--- src/rtl/seg7_scan_decoder.sv ---
// Recovers a hex frame from a multiplexed active-low 7-segment bus by debouncing each digit dwell.
// Define SEG7_DP_CAPTURE_EN to capture per-digit decimal points and include them in stability.
module seg7_scan_decoder #(
  parameter int unsigned DIGITS     = 4,
  parameter int unsigned STABLE_CNT = 3
) (
  input  logic                  clk,
  input  logic                  rst_n,
  input  logic [7:0]            seg_n,
  input  logic [DIGITS-1:0]     an_n,
  output logic [4*DIGITS-1:0]   value,
  output logic [DIGITS-1:0]     digit_err,
  output logic [DIGITS-1:0]     dp,
  output logic                  valid,
  output logic                  frame_done,
  output logic                  err
);

  typedef enum logic [1:0] {StWait, StSettle, StHeld} state_e;

`ifdef SEG7_DP_CAPTURE_EN
  localparam int unsigned SegW = 8;
`else
  localparam int unsigned SegW = 7;
`endif

  logic [SegW-1:0]       seg_q, prev_seg_q, prev_seg_d;
  logic [DIGITS-1:0]     an_q, prev_an_q, prev_an_d;
  state_e                state_q, state_d;
  logic [3:0]            cnt_q, cnt_d;
  logic [4*DIGITS-1:0]   sh_val_q, sh_val_d;
  logic [DIGITS-1:0]     sh_err_q, sh_err_d;
  logic [DIGITS-1:0]     mask_q, mask_d;
  logic [DIGITS-1:0]     sel;
  logic                  blank, legal, same, capture, commit, err_d;
  logic [4:0]            dec;

  function automatic logic [4:0] decode(input logic [6:0] pat);
    logic [4:0] r;
    r = 5'h10;
    case (pat)
      7'h3F: r = 5'h00;
      7'h06: r = 5'h01;
      7'h5B: r = 5'h02;
      7'h4F: r = 5'h03;
      7'h66: r = 5'h04;
      7'h6D: r = 5'h05;
      7'h7D: r = 5'h06;
      7'h07: r = 5'h07;
      7'h7F: r = 5'h08;
      7'h6F: r = 5'h09;
      7'h77: r = 5'h0A;
      7'h7C: r = 5'h0B;
      7'h39: r = 5'h0C;
      7'h5E: r = 5'h0D;
      7'h79: r = 5'h0E;
      7'h71: r = 5'h0F;
      default: r = 5'h10;
    endcase
    return r;
  endfunction

  assign sel   = ~an_q;
  assign blank = (sel == '0);
  assign legal = !blank && ((sel & (sel - DIGITS'(1))) == '0);
  assign same  = (seg_q == prev_seg_q) && (an_q == prev_an_q);
  assign dec   = decode(~seg_q[6:0]);

  always_comb begin
    state_d    = state_q;
    cnt_d      = cnt_q;
    prev_seg_d = prev_seg_q;
    prev_an_d  = prev_an_q;
    capture    = 1'b0;
    err_d      = 1'b0;
    if (!legal) begin
      state_d = StWait;
      cnt_d   = '0;
      err_d   = !blank;
    end else begin
      prev_seg_d = seg_q;
      prev_an_d  = an_q;
      unique case (state_q)
        StWait: begin
          state_d = StSettle;
          cnt_d   = 4'd1;
        end
        StSettle: cnt_d = same ? cnt_q + 4'd1 : 4'd1;
        StHeld: begin
          if (!same) begin
            state_d = StSettle;
            cnt_d   = 4'd1;
          end
        end
        default: state_d = StWait;
      endcase
      // Capture on the cycle the count reaches the threshold, so one dwell captures once.
      if (state_d == StSettle && cnt_d == 4'(STABLE_CNT)) begin
        capture = 1'b1;
        state_d = StHeld;
      end
    end
  end

  always_comb begin
    sh_val_d = sh_val_q;
    sh_err_d = sh_err_q;
    mask_d   = mask_q;
    if (capture) begin
      for (int unsigned i = 0; i < DIGITS; i++) begin
        if (sel[i]) begin
          sh_val_d[4*i +: 4] = dec[3:0];
          sh_err_d[i]        = dec[4];
          mask_d[i]          = 1'b1;
        end
      end
    end
    commit = capture && (&mask_d);
    if (commit) mask_d = '0;
  end

  // Sample registers reset to the deasserted (all ones) level so reset looks like a blank bus.
  always_ff @(posedge clk or negedge rst_n) begin
    if (!rst_n) begin
      seg_q      <= '1;
      an_q       <= '1;
      prev_seg_q <= '1;
      prev_an_q  <= '1;
      state_q    <= StWait;
      cnt_q      <= '0;
      sh_val_q   <= '0;
      sh_err_q   <= '0;
      mask_q     <= '0;
      value      <= '0;
      digit_err  <= '0;
      valid      <= 1'b0;
      frame_done <= 1'b0;
      err        <= 1'b0;
    end else begin
      seg_q      <= seg_n[SegW-1:0];
      an_q       <= an_n;
      prev_seg_q <= prev_seg_d;
      prev_an_q  <= prev_an_d;
      state_q    <= state_d;
      cnt_q      <= cnt_d;
      sh_val_q   <= sh_val_d;
      sh_err_q   <= sh_err_d;
      mask_q     <= mask_d;
      frame_done <= commit;
      err        <= err_d;
      if (commit) begin
        value     <= sh_val_d;
        digit_err <= sh_err_d;
        valid     <= 1'b1;
      end
    end
  end

`ifdef SEG7_DP_CAPTURE_EN
  logic [DIGITS-1:0] sh_dp_q, sh_dp_d;

  always_comb begin
    sh_dp_d = sh_dp_q;
    if (capture) begin
      for (int unsigned i = 0; i < DIGITS; i++) begin
        if (sel[i]) sh_dp_d[i] = ~seg_q[7];
      end
    end
  end

  always_ff @(posedge clk or negedge rst_n) begin
    if (!rst_n) begin
      sh_dp_q <= '0;
      dp      <= '0;
    end else begin
      sh_dp_q <= sh_dp_d;
      if (commit) dp <= sh_dp_d;
    end
  end
`else
  logic unused_dp_bit;
  assign unused_dp_bit = seg_n[7];
  assign dp            = '0;
`endif

endmodule

--- config.mk ---
export PLATFORM = sky130hd
export DESIGN_NAME = seg7_scan_decoder
export DESIGN_NICKNAME = d
export VERILOG_FILES = /design/src/rtl/seg7_scan_decoder.sv
export SDC_FILE = /design/constraint.sdc
export NUM_CORES = 1
export LEC_CHECK = 0
export ABC_AREA = 1
export CAP_MARGIN = 40
export CORE_ASPECT_RATIO = 2
export CORE_MARGIN = 3
export CORE_UTILIZATION = 35
export DETAILED_ROUTE_END_ITERATION = 7
export PLACE_DENSITY = 0.56
export SLEW_MARGIN = 20
export SYNTH_ARGS = -nofsm -noshare
export SYNTH_HDL_FRONTEND = slang
export SYNTH_SLANG_ARGS = --single-unit
--- constraint.sdc ---
create_clock -name clk -period 4.04 [get_ports clk]
set_clock_uncertainty 0.05 [all_clocks]
set_input_delay 0.606 -clock clk [delete_from_list [all_inputs] [get_ports clk]]
set_output_delay 0.606 -clock clk [all_outputs]
set_load 0.02 [all_outputs]
Fig. 1: run 1, sizing map
(3 px per um)
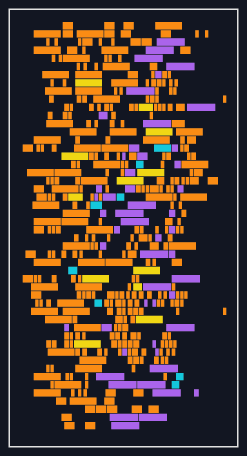
drive 1 or less: drawn in orange, cells 350, share 83%. drive 3 to 4: drawn in cyan, cells 8, share 1.9%. drive 2: drawn in purple, cells 51, share 12%. drive 6 and up: drawn in yellow, cells 12, share 2.9%.

Fig. 2: run 1, sequential cells colored by netlist name
(3 px per um) Other sequential cells in the stronger gray, the rest of the logic in the fainter gray.
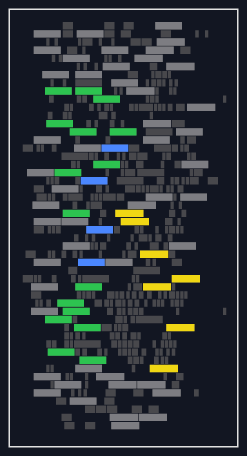
prev_seg_q: drawn in yellow, flops 7. mask_q: drawn in blue, flops 4. sh_val_q: drawn in green, flops 16.
final core utilization: 43.5%
Seq group: 826 uW

Fig. 3: run 1, met3 routing
(2 px per um)
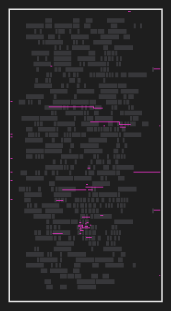
25 nets have wire on it. The layer carries 132 um of wire.
grt met3 use: 2.15%
Routed WL: 7290 um
vias: 2554

==> Changelog: implementation, run 1 <==
## Flow update

- Area reported by Yosys stat: 3400 um^2
- Relative slew margins: 46.8%
- Comb gates: 253
- Combinational share of power: 7.1%
- Worst r2r src: an_q[2]
- Worst-margin pin slew: 793 ps
- Cells after synthesis: 381
- Area grow syn2layout: 20.0%
- CP endpoint: value[4]
- CP Class: reg -> reg
- Clock transition at the registers of the reported paths: 60 ps
- Adder share: 0.368%
- P_sw: 404 uW
- Final min period: 3000 ps
- Clk pwr share: 44.3%
- Routed length on met2: 4050 um
- Upper clock frequency limit: 333 MHz
- Vias in the first global route: 2649
- Worst path top cell family by delay: simple AND/OR/NAND/NOR gates
- CP arrival: 3220 ps
- Met1 wire length: 2880 um
- Seq pwr share: 48.6%
- Port Buf Inserts: 35
- Fillcell total: 946
- FP Core Util: 36.2%
- Io pins: 41
- Comb area leader: simple AND/OR/NAND/NOR gates
- GR Overflow Total: 0
- Largest net degree at the start of global routing: 50
- Yosys cell count: 381
- Clk buf depth: 2
- Top layer in use: met4
- Clk. pwr: 754 uW
- Slowest Stage Delay on Critical Path: 530 ps
- Most instantiated logic cell after routing: nand2_1
- Synth Seq Share: 56.1%
- Synth Area in Simple Gates: 26.1%
- Initial DRT Pass Iterations: 5
- Die Ht: 145 um
- Critical path's slowest cell: dfstp_2
- CP dominant cell by count: nand2_2
- Register area: 1900 um^2
- Grt met2 use: 25.2%
- Outcome: complete, no violations
- Non-filler instance count after layout: 525
- First-pass GRT wire length: 12400 um
- DP Area: 3790 um^2
- CP bufs+invs: 1
- Avg WL per Cell: 13.9 um
- Startpoint Class: register
- Tally of yosys warning messages: 0
- DR DRC count: 0
- Registers: 75
- Synth Area per Inst: 8.92 um^2
- RD Place Congestion: 0.872
- Start point of the critical path: an_q[2]
- Maximum vdd drop: 0.000281 V
- CP max FO: 28
- Chip area: 11000 um^2
- Pwr top: sequential cells
- Cell taking the most area after synthesis: dfrtp_1
- Fin. max-slew vios: 0
- Post-synthesis cell type count: 35
- CP Depth: 11
-- run 1: synth_stat cells (all sizes together) --
| cell | count |
|---|---|
| a21oi | 3 |
| o31ai | 1 |
| inv | 37 |
| xnor2 | 5 |
| nand3b | 1 |
| xor2 | 2 |
| clkbuf | 2 |
| nand2 | 118 |
| a211oi | 2 |
| nand3 | 38 |
| nor2b | 1 |
| nand4 | 4 |
| ha | 1 |
| o211ai | 2 |
| buf | 17 |
| nor4 | 4 |
| dfstp | 22 |
| nor3 | 8 |
| nor2 | 21 |
| dfrtp | 53 |
| o21ai | 36 |
| a32oi | 1 |
| conb | 1 |
| or2 | 1 |
Fig. 4: run 1, placement view
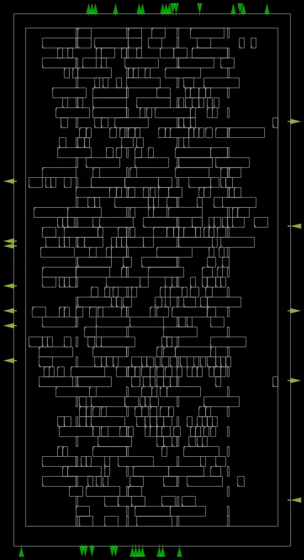

## Run 2: what changed since run 1
- PLACE_DENSITY: 0.56 -> 0.58
- clock period: 4.04 -> 2.7 ns (I/O delays scaled with it)
Fig. 5: run 2, placement view
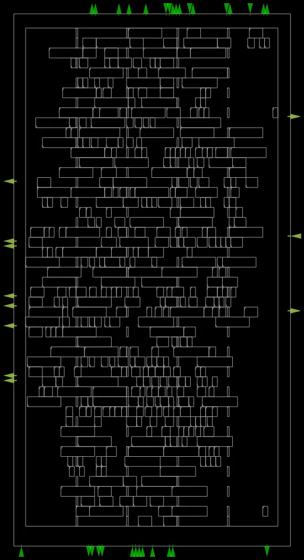
Tapcells: 104
registers: 75

Fig. 6: run 2, sequential cells colored by netlist name
(3 px per um) Other sequential cells in the stronger gray, the rest of the logic in the fainter gray.
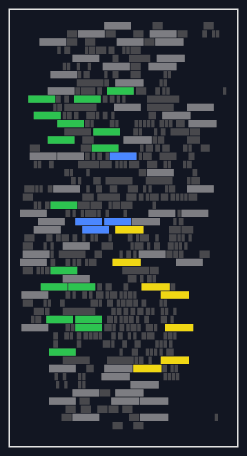
prev_seg_q: drawn in yellow, flops 7. mask_q: drawn in blue, flops 4, where center. sh_val_q: drawn in green, flops 16.
flop share of the area: 43.4%
Seq group: 1230 uW
register area: 1900 um^2
final core utilization: 46.7%

==> run 2 against run 1 <==
Critical endpoint is now value[6]. Global-route usage up 0.31 points. Largest cell class unchanged. Flip-flop count unchanged. Utilization up 3.3 points.
==> Changelog: implementation, run 2 <==
## Flow update

- CP max FO: 7 (was 28)
- Cells after synthesis: 381 (unchanged)
- Slowest Stage Delay on Critical Path: 530 ps (about the same)
- Synth Flop Type: dfrtp_1 (unchanged)
- Clock transition at the registers of the reported paths: 60 ps (about the same)
- Area reported by Yosys stat: 3400 um^2 (unchanged)
- Port Buf Inserts: 35 (unchanged)
- CP dominant cell by count: nand2_1 (was nand2_2)
- Relative slew margins: 66.8% (was 46.8%)
- DP Area: 3890 um^2 (was 3790 um^2)
- Worst path top cell family by delay: simple AND/OR/NAND/NOR gates (unchanged)
- Fillcell total: 916 (was 946)
- Worst skew pair latency: 320 ps (was 330 ps)
- Starting DRC count in detailed routing: 136 (was 195)
- Start point of the critical path: an_q[2] (unchanged)
- Synth Seq Share: 56.1% (unchanged)
- Seq pwr share: 43.9% (was 48.6%)
- P_leak: 0.00209 uW (was 0.00194 uW)
- Top-count cell post-synth: nand2_1 (unchanged)
- Hold Worst Slack: 412 ps (was 230 ps)
- Most instantiated logic cell after routing: nand2_1 (unchanged)
- Outcome: complete, no violations (unchanged)
- Nets: 449 (was 431)
- Final min period: 2550 ps (was 3000 ps)
- Grt met2 use: 25.6% (was 25.2%)
- Met1 wire length: 2960 um (was 2880 um)
- Busiest grt layer: met2 (unchanged)
- Vias in the first global route: 2699 (was 2649)
- Startpoint Class: register (unchanged)
- CP bufs+invs: 2 (was 1)
- Top layer in use: met4 (unchanged)
- Pwr top: the clock network (was sequential cells)
- Worst-margin pin slew: 497 ps (was 793 ps)
- Hold path endpoint: valid
- Clk pwr share: 49.1% (was 44.3%)
- Clk. pwr: 1380 uW (was 754 uW)
- Critical path's slowest cell: dfstp_2 (unchanged)
- Ys async rst share: 100% (unchanged)
- Commonest cells post-synth: nand2_1 (111), dfrtp_1 (53), nand3_1 (34) (unchanged)
- CP Depth: 16 (was 11)
- Die Ht: 145 um (unchanged)
- Upper clock frequency limit: 392 MHz (was 333 MHz)
- Worst r2r path cells: 16 (was 11)
- P_sw: 604 uW (was 404 uW)
- Grt met3 use: 3.33% (was 2.15%)
- Initial antenna violation count: 0 (unchanged)
- Yosys cell count: 381 (unchanged)
- Top flop regs: sh_val_q: 16 flops, value: 16 flops (unchanged)
- Vias: 2588 (was 2554)
- DR DRC count: 0 (unchanged)
- CP arrival: 2720 ps (was 3220 ps)
- Top Layout Cells: nand2_1 (103), dfrtp_1 (53), clkdlybuf4s50_1 (34), nand3_1 (32), inv_1 (31) (was nand2_1 (111), dfrtp_1 (53), nand3_1 (34), clkdlybuf4s50_1 (34), inv_1 (31))
- Chip width: 75.7 um (unchanged)
- CP endpoint: value[6] (was value[4])
- Cell taking the most area after synthesis: dfrtp_1 (unchanged)
- RD Place Congestion: 0.868 (was 0.872)
- Post-synthesis cell type count: 35 (unchanged)
- Fin. max-slew vios: 0 (unchanged)
- Non-filler instance count after layout: 543 (was 525)
- Area grow syn2layout: 29.1% (was 20.0%)
- FP Core Util: 36.2% (unchanged)
- Routed WL: 7450 um (was 7290 um)
- Power per cell area: 641 nW/um^2 (was 417 nW/um^2)
- Cell internal pwr: 2210 uW (was 1300 uW)
- Io pins: 41 (unchanged)
- Avg WL per Cell: 13.7 um (was 13.9 um)
- Worst r2r src: an_q[2] (unchanged)
- Dpl cells: 520 (was 509)
- Count of library flops with an enable pin: 0 (unchanged)
- Tally of yosys warning messages: 0 (unchanged)
- Synth Area per Inst: 8.92 um^2 (unchanged)
- TritonCTS buffer count: 9 (unchanged)
- Combinational share of power: 7.0% (was 7.1%)
- First-pass GRT wire length: 12700 um (was 12400 um)
- Largest net degree at the start of global routing: 29 (was 50)
- H-tree depth: 3 (unchanged)
- Length of routed met3 wiring: 121 um (was 131 um)
- Initial DRT Pass Iterations: 4 (was 5)
- # hold bufs at CTS: 1 (was 0)
- Clk buf depth: 2 (unchanged)
- Met1 Usage GRT: 17.3% (was 17.0%)
- Maximum vdd drop: 0.000414 V (was 0.000281 V)
- Chip area: 11000 um^2 (unchanged)
- GR Overflow Total: 0 (unchanged)
- Row count: 50 (unchanged)
- CP Class: reg -> reg (unchanged)
- GRT Total Usage: 15.0% (was 14.7%)
- Fin crit share: 94.4% (was 74.2%)
- Routed length on met2: 4250 um (was 4050 um)
==> run 2: cell counts after synthesis <==
No cell type changed its count.
==> run 2: cell type report <==
cell class | instances | share of cell area, %
timing repair buffer | 58 | 12.7
clock buffer | 10 | 5.45
inverter | 37 | 3.17
clock inverter | 6 | 2.57
sequential | 75 | 43.4
tap | 104 | 2.97
multi-input combinational | 253 | 29.7
==> run 2: cells by family after synthesis <==
| family | Yosys count | synth area share (%) |
|---|---|---|
| other | 1 | 0.110 |
| and+or+nand+nor | 196 | 26.1 |
| xor gates and xnor gates | 7 | 1.80 |
| DFF | 75 | 56.1 |
| AOI/OAI and AO/OA | 45 | 7.55 |
| buffers and inverters | 56 | 8.03 |
| adders and majority gates | 1 | 0.368 |
## Run 3: what changed since run 2
- CTS_BUF_LIST: default -> sky130_fd_sc_hd__clkbuf_4
Fig. 7: run 3, sizing map
(3 px per um)
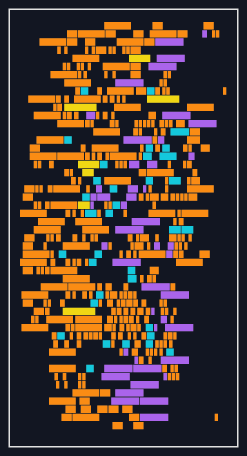
drive 1 or less: drawn in orange, cells 351, share 80%. drive 6 and up: drawn in yellow, cells 7, share 1.6%. drive 2: drawn in purple, cells 46, share 11%. drive 3 to 4: drawn in cyan, cells 34, share 7.8%.

Fig. 8: run 3, placement view
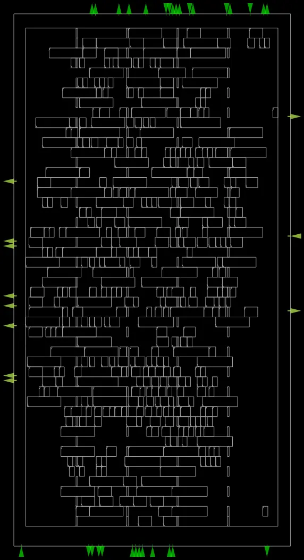
non-filler instance count after layout: 543
fillcell total: 936
row count: 50
CORE AREA: 9380 um^2

==> run 3 against run 2 <==
Die area is the same. Synthesized area is the same. Utilization shrank 2.4 points. Sequential power is essentially flat. Power shrank 18%. Sequential share of layout area grew 2.3 points. Clock power shrank 37%. Highest routed layer unchanged. Largest power group is now sequential cells. Largest cell class unchanged. Combinational power is essentially flat.
==> Changelog: implementation, run 3 <==
## Flow update

- Endpoints failing hold: 0 (unchanged)
- Synth Seq Share: 56.1% (unchanged)
- GR Overflow Total: 0 (unchanged)
- Area fraction in mux cells: 0% (unchanged)
- Initial DRT Pass Iterations: 4 (unchanged)
- Worst r2r src: seg_q[4] (was an_q[2])
- Upper clock frequency limit: 399 MHz (was 392 MHz)
- Compound Share, Synth: 7.55% (unchanged)
- Non-clk bufs: 57 (was 58)
- First-pass GRT wire length: 12800 um (was 12700 um)
- NonClk Buf Share: 13.1% (was 12.7%)
- Register area: 1900 um^2 (unchanged)
- Slack of the critical path: 192 ps (was 150 ps)
- Final core utilization: 44.4% (was 46.7%)
- Post-synthesis cell type count: 35 (unchanged)
- Die Ht: 145 um (unchanged)
- Area grow syn2layout: 22.6% (was 29.1%)
- Synth Flop Type: dfrtp_1 (unchanged)
- Synth Area in Simple Gates: 26.1% (unchanged)
- Final Cell Area: 4160 um^2 (was 4390 um^2)
- CP Class: reg -> reg (unchanged)
- Start point of the critical path: seg_q[4] (was an_q[2])
- Largest net degree at the start of global routing: 29 (unchanged)
- Relative slew margins: 64.8% (was 66.8%)
- Clock transition at the registers of the reported paths: 120 ps (was 60 ps)
- Routed Antenna Nets: 0 (unchanged)
- Worst-margin pin slew: 528 ps (was 497 ps)
- Count of library flops with an enable pin: 0 (unchanged)
- Flop share of the area: 45.7% (was 43.4%)
- Synth flops: 75 (unchanged)
- H-tree depth: 3 (unchanged)
- Top Layout Cells: nand2_1 (111), dfrtp_1 (53), clkdlybuf4s50_1 (34), nand3_1 (33), inv_1 (31) (was nand2_1 (103), dfrtp_1 (53), clkdlybuf4s50_1 (34), nand3_1 (32), inv_1 (31))
- RSZ-0062 raised after global routing: true (unchanged)
- Comb gates: 253 (unchanged)
- Mapped cell area: 3400 um^2 (unchanged)
- Worst min path class: in -> reg (was reg -> reg)
- Hold path depth: 1 (was 2)
- CP arrival: 2830 ps (was 2720 ps)
- Inverter count: 37 (unchanged)
- Final TNS setup: 0 ps (unchanged)
- FP Core Util: 36.2% (unchanged)
- Clk buf depth: 2 (unchanged)
- Cell taking the most area after synthesis: dfrtp_1 (unchanged)
- Fin crit share: 92.9% (was 94.4%)
- CP dominant cell by count: nand2_1 (unchanged)
- XORs/XNORs by Area: 1.80% (unchanged)
- CP endpoint: digit_err[3] (was value[6])
- CP bufs+invs: 2 (unchanged)
- Startpoint Class: register (unchanged)
- DR DRC count: 0 (unchanged)
- OpenROAD warnings: 28 (unchanged)
- Chip area: 11000 um^2 (unchanged)
- Commonest cells post-synth: nand2_1 (111), dfrtp_1 (53), nand3_1 (34) (unchanged)
- RD Place Congestion: 0.868 (unchanged)
- Worst path top cell family by delay: simple AND/OR/NAND/NOR gates (unchanged)
- Required @ worst endpoint: 3020 ps (was 2870 ps)
- Io pins: 41 (unchanged)
- Vias: 2604 (was 2588)
- Reg-to-Reg End: digit_err[3] (was value[6])
- Dpl hpwl: 5380 um (unchanged)
- Nets: 448 (was 449)
- Share of post-route cells with drive strength above 1: 19.9% (was 22.3%)
- Adder share: 0.368% (unchanged)
- Worst r2r path cells: 17 (was 16)
- Crit path cell chain: inv_2 > nand2_1 > nand2_1 > nor2_2 > nand2_1 > nor2_2 > nand2_2 > nand2_4 > nand3_4 > a21oi_4 > nand3_2 > nand2_2 > nand2_2 > nor2_4 > buf_4 > nand3_1 > nand2_1 (was inv_1 > nand2_1 > nand2_1 > nand3_1 > nor2_2 > nand2_2 > nand2_4 > nand3_1 > nand2_1 > nor2_2 > nand3_2 > nand2_4 > nand4_4 > buf_4 > nand2_1 > nand2_1)
- CP max FO: 8 (was 7)
- GRT Total Usage: 15.1% (was 15.0%)
- CP Depth: 17 (was 16)
- CTS tree: done (unchanged)
- Logic area: 1260 um^2 (was 1300 um^2)
- Drt via density: 4.80 (was 4.77)
- Fraction of area in multi-input gates: 30.2% (was 29.7%)
- Maximum vdd drop: 0.000318 V (was 0.000414 V)
- Synth Area per Inst: 8.92 um^2 (unchanged)
- Avg WL per Cell: 13.4 um (was 13.7 um)
- Num Clock Sinks: 75 (unchanged)
- Initial antenna violation count: 1 (was 0)
- Final min period: 2510 ps (was 2550 ps)
- Slowest Stage Delay on Critical Path: 600 ps (was 530 ps)
- Chip width: 75.7 um (unchanged)
- Top flop regs: sh_val_q: 16 flops, value: 16 flops (unchanged)
- Max-cap violations: 0 (unchanged)
- Vias in the first global route: 2700 (was 2699)
- Hold Worst Slack: 325 ps (was 412 ps)
- Beginning of the worst hold path: seg_n[2] (was valid)
- Endpoints failing setup: 0 (unchanged)
- Comb area leader: simple AND/OR/NAND/NOR gates (unchanged)
- Dpl cells: 520 (unchanged)
- P_leak: 0.00199 uW (was 0.00209 uW)
- DP Area: 3890 um^2 (unchanged)
- CP Capture Type: register (unchanged)
- Top area cell types: dfrtp_1 (39%), dfstp_2 (17%), nand2_1 (12%) (unchanged)
- ANT cells: 1 (was 0)
- Internal reg-to-reg setup slack: 190 ps (was 150 ps)
- Tot Pwr: 2300 uW (was 2810 uW)
- Dominant cell area share: 39.0% (unchanged)
- Routed WL: 7290 um (was 7450 um)
- Top-count cell post-synth: nand2_1 (unchanged)
- Largest class: registers (unchanged)
- Tally of yosys warning messages: 0 (unchanged)
- Fin. max-slew vios: 0 (unchanged)
- Port Buf Inserts: 35 (unchanged)
- Cells after synthesis: 381 (unchanged)
- Registers: 75 (unchanged)
- Ys async rst share: 100% (unchanged)
- Power per cell area: 552 nW/um^2 (was 641 nW/um^2)
- Yosys cell count: 381 (unchanged)
- Most instantiated logic cell after routing: nand2_1 (unchanged)
- Worst skew pair latency: 420 ps (was 320 ps)
- Clock root buffer: clkbuf_4 (was clkbuf_16)
- TritonCTS buffer count: 9 (unchanged)
- Starting DRC count in detailed routing: 141 (was 136)
- Outcome: complete, no violations (unchanged)
- Clkbuf count: 9 (was 10)
- Clock-cell share: 4.42% (was 8.02%)
- Critical path's slowest cell: dfstp_2 (unchanged)
- Tapcells: 104 (unchanged)
- Post-Place Setup Slack: 98.0 ps (unchanged)
- Hold path endpoint: seg_q[2] (was valid)
- Area reported by Yosys stat: 3400 um^2 (unchanged)
==> run 3: cell types whose count changed in the layout (fill, tap and decap cells not counted), sizes merged <==
cell    change
diode       +1
clkinv      +1
clkbuf      -1
buf         -1
==> run 3: where the power goes <==
part	switching (uW)	leakage, uW	internal, uW
Combinational	117	0.000925	82.9
Sequential	36.3	0.000966	1200
Clock	399	0.0000975	467
==> run 3: layer usage <==
| metal | GRT usage, % | share of wire (%) |
|---|---|---|
| met5 | 0 | 0 |
| met4 | 6.74 | 2.1 |
| met3 | 3.74 | 2.5 |
| met2 | 25.2 | 55 |
| met1 | 17.7 | 40 |
==> run 3: timing repair <==
action                     in CTS  in global routing
setup endpoints to repair       0                 25
gates resized                   0                  8
hold endpoints to repair        9                  0
hold buffers                    1                  0
setup buffers                   0                  5
Power is estimated from default activity; no workload was simulated.
